### config.mk
export PLATFORM = sky130hd
export DESIGN_NAME = fft_frame_reader
export DESIGN_NICKNAME = d
export VERILOG_FILES = /design/src/rtl/fft_frame_reader.sv
export SDC_FILE = /design/constraint.sdc
export NUM_CORES = 1
export LEC_CHECK = 0
export CAP_MARGIN = 20
export CORE_MARGIN = 1
export CORE_UTILIZATION = 25
export DETAILED_ROUTE_END_ITERATION = 12
export HOLD_SLACK_MARGIN = 0.02
export PLACE_DENSITY = 0.62
export SLEW_MARGIN = 25
export SYNTH_ARGS = -nofsm -noshare
export SYNTH_HDL_FRONTEND = slang
export SYNTH_SLANG_ARGS = --single-unit
### constraint.sdc
create_clock -name clk -period 7.2 [get_ports clk]
set_clock_uncertainty 0.05 [all_clocks]
set_input_delay 1.44 -clock clk [delete_from_list [all_inputs] [get_ports clk]]
set_output_delay 1.44 -clock clk [all_outputs]
set_load 0.005 [all_outputs]
### src/rtl/fft_frame_reader.sv
`default_nettype none
// ============================================================================
// Module   : fft_frame_reader
// Purpose  : Streams frames of I/Q lane words out of a sample RAM toward the
//            FFT input stage. A run is started by a one-cycle start pulse and
//            consists of num_frames frames (0 = continuous until stop), each
//            WORDS_PER_FRAME words long, separated by gap_cycles idle cycles.
//            RAM read latency is one cycle; the output register adds one more,
//            so a read strobe at cycle t shows up on dout_*/valid at t+2.
// Ports    : clk, rstn (async, active-low)
//            start, stop          - run control pulses
//            num_frames           - frames per run, sampled on start
//            gap_cycles           - idle cycles between frames, sampled on start
//            ram_rd_en, ram_addr  - sample-RAM read port
//            ram_rdata_i/_q       - RAM read data (valid one cycle after read)
//            dout_i/_q, valid     - registered lane words to the FFT
//            busy, done           - run status
//            frames_sent          - frames completed in the current run
// Config   : FFT_FRAME_READER_ZERO_IDLE_EN - when defined, dout_i/dout_q are
//            driven to zero whenever valid is low; otherwise they hold the
//            last presented word.
// Revision : 1.0 - initial release
// ============================================================================
module fft_frame_reader #(
    parameter int DATA_WIDTH      = 9,
    parameter int NUM_IN_OUT      = 16,
    parameter int WORDS_PER_FRAME = 32,
    parameter int ADDR_W          = 10
) (
    input  logic                                           clk,
    input  logic                                           rstn,
    input  logic                                           start,
    input  logic                                           stop,
    input  logic        [7:0]                              num_frames,
    input  logic        [7:0]                              gap_cycles,
    output logic                                           ram_rd_en,
    output logic        [ADDR_W-1:0]                       ram_addr,
    input  logic signed [NUM_IN_OUT-1:0][DATA_WIDTH-1:0]   ram_rdata_i,
    input  logic signed [NUM_IN_OUT-1:0][DATA_WIDTH-1:0]   ram_rdata_q,
    output logic signed [NUM_IN_OUT-1:0][DATA_WIDTH-1:0]   dout_i,
    output logic signed [NUM_IN_OUT-1:0][DATA_WIDTH-1:0]   dout_q,
    output logic                                           valid,
    output logic                                           busy,
    output logic                                           done,
    output logic        [7:0]                              frames_sent
);

    localparam int                   c_WCNT_W    = (WORDS_PER_FRAME > 1) ? $clog2(WORDS_PER_FRAME) : 1;
    localparam logic [c_WCNT_W-1:0]  c_LAST_WORD = c_WCNT_W'(WORDS_PER_FRAME - 1);
    localparam logic [c_WCNT_W-1:0]  c_WCNT_ONE  = c_WCNT_W'(1);
    localparam logic [ADDR_W-1:0]    c_ADDR_ONE  = ADDR_W'(1);

    typedef enum logic [1:0] {
        S_IDLE  = 2'd0,
        S_READ  = 2'd1,
        S_GAP   = 2'd2,
        S_FLUSH = 2'd3
    } state_t;

    state_t                r_state;
    logic [c_WCNT_W-1:0]   r_word_cnt;
    logic [7:0]            r_gap_cnt;
    logic [7:0]            r_num_frames;
    logic [7:0]            r_gap;
    logic                  r_stop_pending;
    logic                  r_flush_cnt;
    logic                  r_rd_d1;
    logic                  w_last_frame;

    // The frame finishing now is the last of the run if the programmed count
    // is reached, or a stop has been seen (including one arriving this cycle).
    assign w_last_frame = r_stop_pending | stop |
                          ((r_num_frames != 8'd0) && ((frames_sent + 8'd1) == r_num_frames));

    // ------------------------------------------------------------------------
    // Control FSM: owns the read strobe, address, run status and counters.
    // ------------------------------------------------------------------------
    always_ff @(posedge clk or negedge rstn) begin
        if (!rstn) begin
            r_state        <= S_IDLE;
            r_word_cnt     <= '0;
            r_gap_cnt      <= '0;
            r_num_frames   <= '0;
            r_gap          <= '0;
            r_stop_pending <= 1'b0;
            r_flush_cnt    <= 1'b0;
            ram_rd_en      <= 1'b0;
            ram_addr       <= '0;
            busy           <= 1'b0;
            done           <= 1'b0;
            frames_sent    <= '0;
        end else begin
            done <= 1'b0;
            case (r_state)
                S_IDLE: begin
                    if (start) begin
                        r_state        <= S_READ;
                        r_num_frames   <= num_frames;
                        r_gap          <= gap_cycles;
                        r_word_cnt     <= '0;
                        // A stop arriving together with start ends the run
                        // after its first frame.
                        r_stop_pending <= stop;
                        frames_sent    <= '0;
                        ram_addr       <= '0;
                        ram_rd_en      <= 1'b1;
                        busy           <= 1'b1;
                    end
                end

                S_READ: begin
                    if (stop) begin
                        r_stop_pending <= 1'b1;
                    end
                    ram_addr <= ram_addr + c_ADDR_ONE;
                    if (r_word_cnt == c_LAST_WORD) begin
                        r_word_cnt  <= '0;
                        frames_sent <= frames_sent + 8'd1;
                        if (w_last_frame) begin
                            r_state     <= S_FLUSH;
                            r_flush_cnt <= 1'b0;
                            ram_rd_en   <= 1'b0;
                        end else if (r_gap == 8'd0) begin
                            // Back-to-back frame: strobe stays high.
                            ram_rd_en <= 1'b1;
                        end else begin
                            r_state   <= S_GAP;
                            r_gap_cnt <= '0;
                            ram_rd_en <= 1'b0;
                        end
                    end else begin
                        r_word_cnt <= r_word_cnt + c_WCNT_ONE;
                    end
                end

                S_GAP: begin
                    if (stop) begin
                        r_stop_pending <= 1'b1;
                        r_state        <= S_FLUSH;
                        r_flush_cnt    <= 1'b0;
                    end else if (r_gap_cnt == (r_gap - 8'd1)) begin
                        r_state   <= S_READ;
                        ram_rd_en <= 1'b1;
                    end else begin
                        r_gap_cnt <= r_gap_cnt + 8'd1;
                    end
                end

                S_FLUSH: begin
                    // Two drain cycles; done is raised so that it lines up
                    // with the final word leaving the output register.
                    if (!r_flush_cnt) begin
                        r_flush_cnt <= 1'b1;
                        done        <= 1'b1;
                    end else begin
                        r_flush_cnt    <= 1'b0;
                        r_state        <= S_IDLE;
                        r_stop_pending <= 1'b0;
                        busy           <= 1'b0;
                    end
                end

                default: begin
                    r_state <= S_IDLE;
                end
            endcase
        end
    end

    // ------------------------------------------------------------------------
    // Data path: r_rd_d1 marks the cycle RAM data is valid; the output
    // register captures it one cycle later together with valid.
    // ------------------------------------------------------------------------
    always_ff @(posedge clk or negedge rstn) begin
        if (!rstn) begin
            r_rd_d1 <= 1'b0;
            valid   <= 1'b0;
            dout_i  <= '0;
            dout_q  <= '0;
        end else begin
            r_rd_d1 <= ram_rd_en;
            valid   <= r_rd_d1;
            if (r_rd_d1) begin
                dout_i <= ram_rdata_i;
                dout_q <= ram_rdata_q;
            end
`ifdef FFT_FRAME_READER_ZERO_IDLE_EN
            else begin
                dout_i <= '0;
                dout_q <= '0;
            end
`endif
        end
    end

endmodule
`default_nettype wire

Figure 1. Clock wiring as the flow saved it.
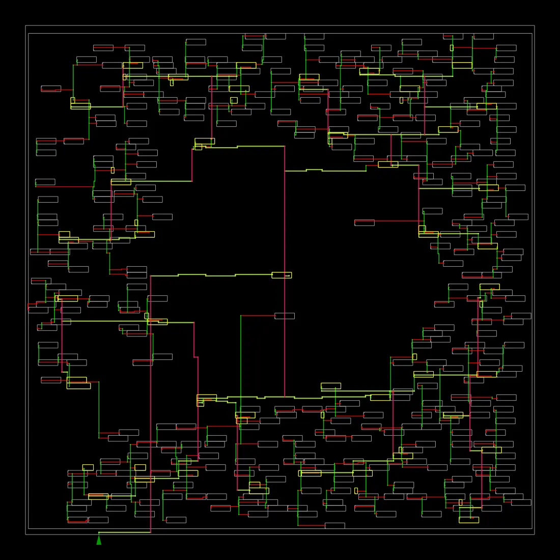
total clock buffers created by CTS: 41
number of clock buffers in the layout: 59
power drawn by the clock network: 1.94 mW
Num Clock Sinks: 344
sequential cell count of the final layout: 344

Figure 2. Sizing map.
(2 px per um)
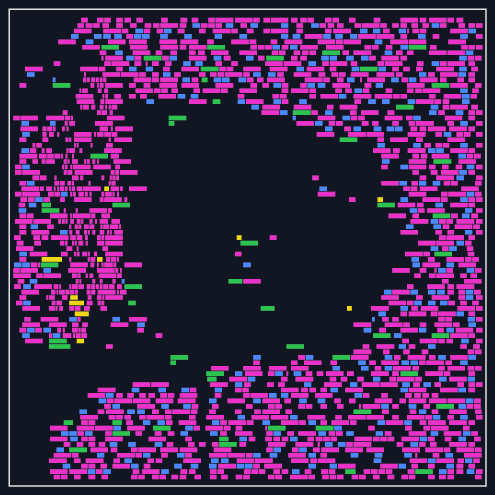
legend:
  drive 6 and up:
    colour: green
    cells: 55
    share: 3.4%
  drive 3 to 4:
    colour: yellow
    cells: 10
    share: 0.63%
  drive 1 or less:
    colour: magenta
    cells: 1223
    share: 76%
  drive 2:
    colour: blue
    cells: 312
    share: 20%
post-route setup slack: 4070 ps
finished layout cell area: 22100 um^2
area grow syn2layout: 59.4%
bufs w/o clock: 624

Figure 3. Metal 3.
(2 px per um)
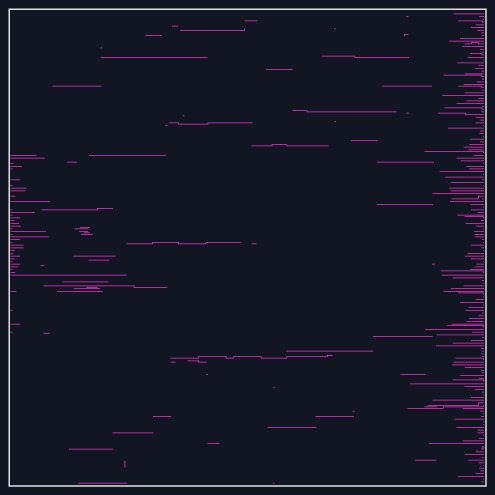
main direction: horizontal
wire length on this layer: 2700 um
nets with wire on the layer: 237
share of all routed wire: 6.0%
aggregate routed wire length: 45300 um
vias after detailed routing: 10.2k

==> stage by stage <==
stage / setup WS [ps] / utilization
2_1_floorplan: 4190 / -
4_1_cts: 4010 / 0.407
3_3_place_gp: 3760 / 0.384
6_report: 4070 / 0.407
3_5_place_dp: 3640 / 0.384
5_1_grt: 3930 / 0.407
==> metal layers <==
metal / wire [um] / global-route usage
met5: 9 / 0
met4: 828 / 0.0395
met3: 2700 / 0.0384
met2: 24100 / 0.284
met1: 17600 / 0.180
==> area by class of cell <==
cell class | instances | area [um^2]
multi-input combinational | 553 | 5050
sequential | 344 | 8610
clock inverter | 9 | 85.1
fill | 5103 | 32200
timing repair buffer | 624 | 6270
tap | 739 | 925
inverter | 11 | 41.3
clock buffer | 59 | 1140
==> power by group through the flow <==
stage               Sequential [mW]  Clock [mW]  Combinational [mW]
global placement               2.93           0                2.93
CTS                            2.93        2.02                2.97
detailed placement             2.96           0                2.96
finish                         2.92        1.94                2.92
floorplan                      2.93           0                1.27
global route                   3.01        2.09                3.12
==> cell families (layout without fill, tap and decap cells) <==
kind of cell             after synthesis  in the layout
XOR/XNOR                              19             19
AND/OR/NAND/NOR                      127            127
multiplexers                         308            308
AND-OR/OR-AND                         87             87
adder cells (fa/ha/maj)               12             12
flip-flops                           344            344
buffers and inverters                 57            703
==> sequential cells by signal, indices dropped and copies added (netlist names) <==
name and flops:
r_flush_cnt 1, r_state 2, valid 1, r_stop_pending 1
ram_rd_en 1, r_gap_cnt 8, frames_sent 8, r_gap 8
r_word_cnt 5, done 1, busy 1, dout_q 144
r_num_frames 8, r_rd_d1 1, dout_i 144, ram_addr 10
==> PnR_summary.wiki <==
== Run summary ==
{| class="wikitable"
! Metric !! Value
|-
| Kind of start point of the critical path || flop
|-
| Ports || 618
|-
| Cell family with most CP delay || buffers and inverters
|-
| Crit path buffers/inverters || 1
|-
| Chip Area || 56500 um^2
|-
| Max Transition Viols Final || 0
|-
| Data required time of the worst path || 5710 ps
|-
| Launch point of the critical path || frames_sent[0]$_DFFE_PN0P_
|-
| Logic family by area || multiplexers
|-
| Number of antenna cells inserted || 0
|-
| Most repeated cell in the gate-level netlist after synthesis || sky130_fd_sc_hd__dfrtp_1
|-
| Series of cell instances along the critical path || clkdlybuf4s50_1
|-
| Top cell types by occurrence after synthesis || 344 x sky130_fd_sc_hd__dfrtp_1, 306 x sky130_fd_sc_hd__mux2_2, 43 x sky130_fd_sc_hd__clkbuf_1
|-
| Maximum net fanout on the critical path || 8
|-
| Starting Density || 0.255
|-
| Ratio of final minimum period to clock period || 0.434
|-
| Critical Path Max Stage Delay || a little under 600 ps
|-
| Synth Area in Compound Gates || 0.0445
|-
| Multiplexer share of the synthesized area || 0.250
|-
| Detailed Route Iter0 Violations || around 410
|-
| Power share of the sequential group || 0.376
|-
| Post-synth seq share || 0.620
|-
| Class of the tightest hold or removal check || reg -> reg
|-
| Main synth FF type || sky130_fd_sc_hd__dfrtp_1
|-
| Avg Inst Size Synth || 14.5 um^2
|-
| Switching power share of the total || 0.294
|-
| Library cell occupying the most area in the post-synthesis netlist || sky130_fd_sc_hd__dfrtp_1
|-
| Flops & latches, synth || 344
|-
| Most frequent logic cell in the layout || sky130_fd_sc_hd__clkdlybuf4s50_1
|-
| Power density over cell area || between 300 and 400 nW/um^2
|-
| Status || finished clean
|-
| PostCTS Resize Cnt || 0
|-
| Antenna Nets Post-Route || 0
|-
| Post-synth top area share || 0.620
|-
| Capturing instance or port of the critical path || frames_sent[0]
|-
| CTS tree || built
|-
| Via-per-instance ratio || 4.34
|-
| Min-Delay Startpoint || ram_rd_en$_DFFE_PN0P_
|-
| Setup total negative slack || 0 ps
|-
| CTS Root Cell || sky130_fd_sc_hd__clkbuf_16
|-
| Worst hold slack || 358 ps
|-
| Post-synthesis cell count from yosys || 954
|-
| Clk network pwr share || 0.249
|-
| Die height || roughly 240 um
|-
| Internal Power || ~5.5 mW
|}
Power figures rest on the tool's default switching activity, not on a simulated workload.
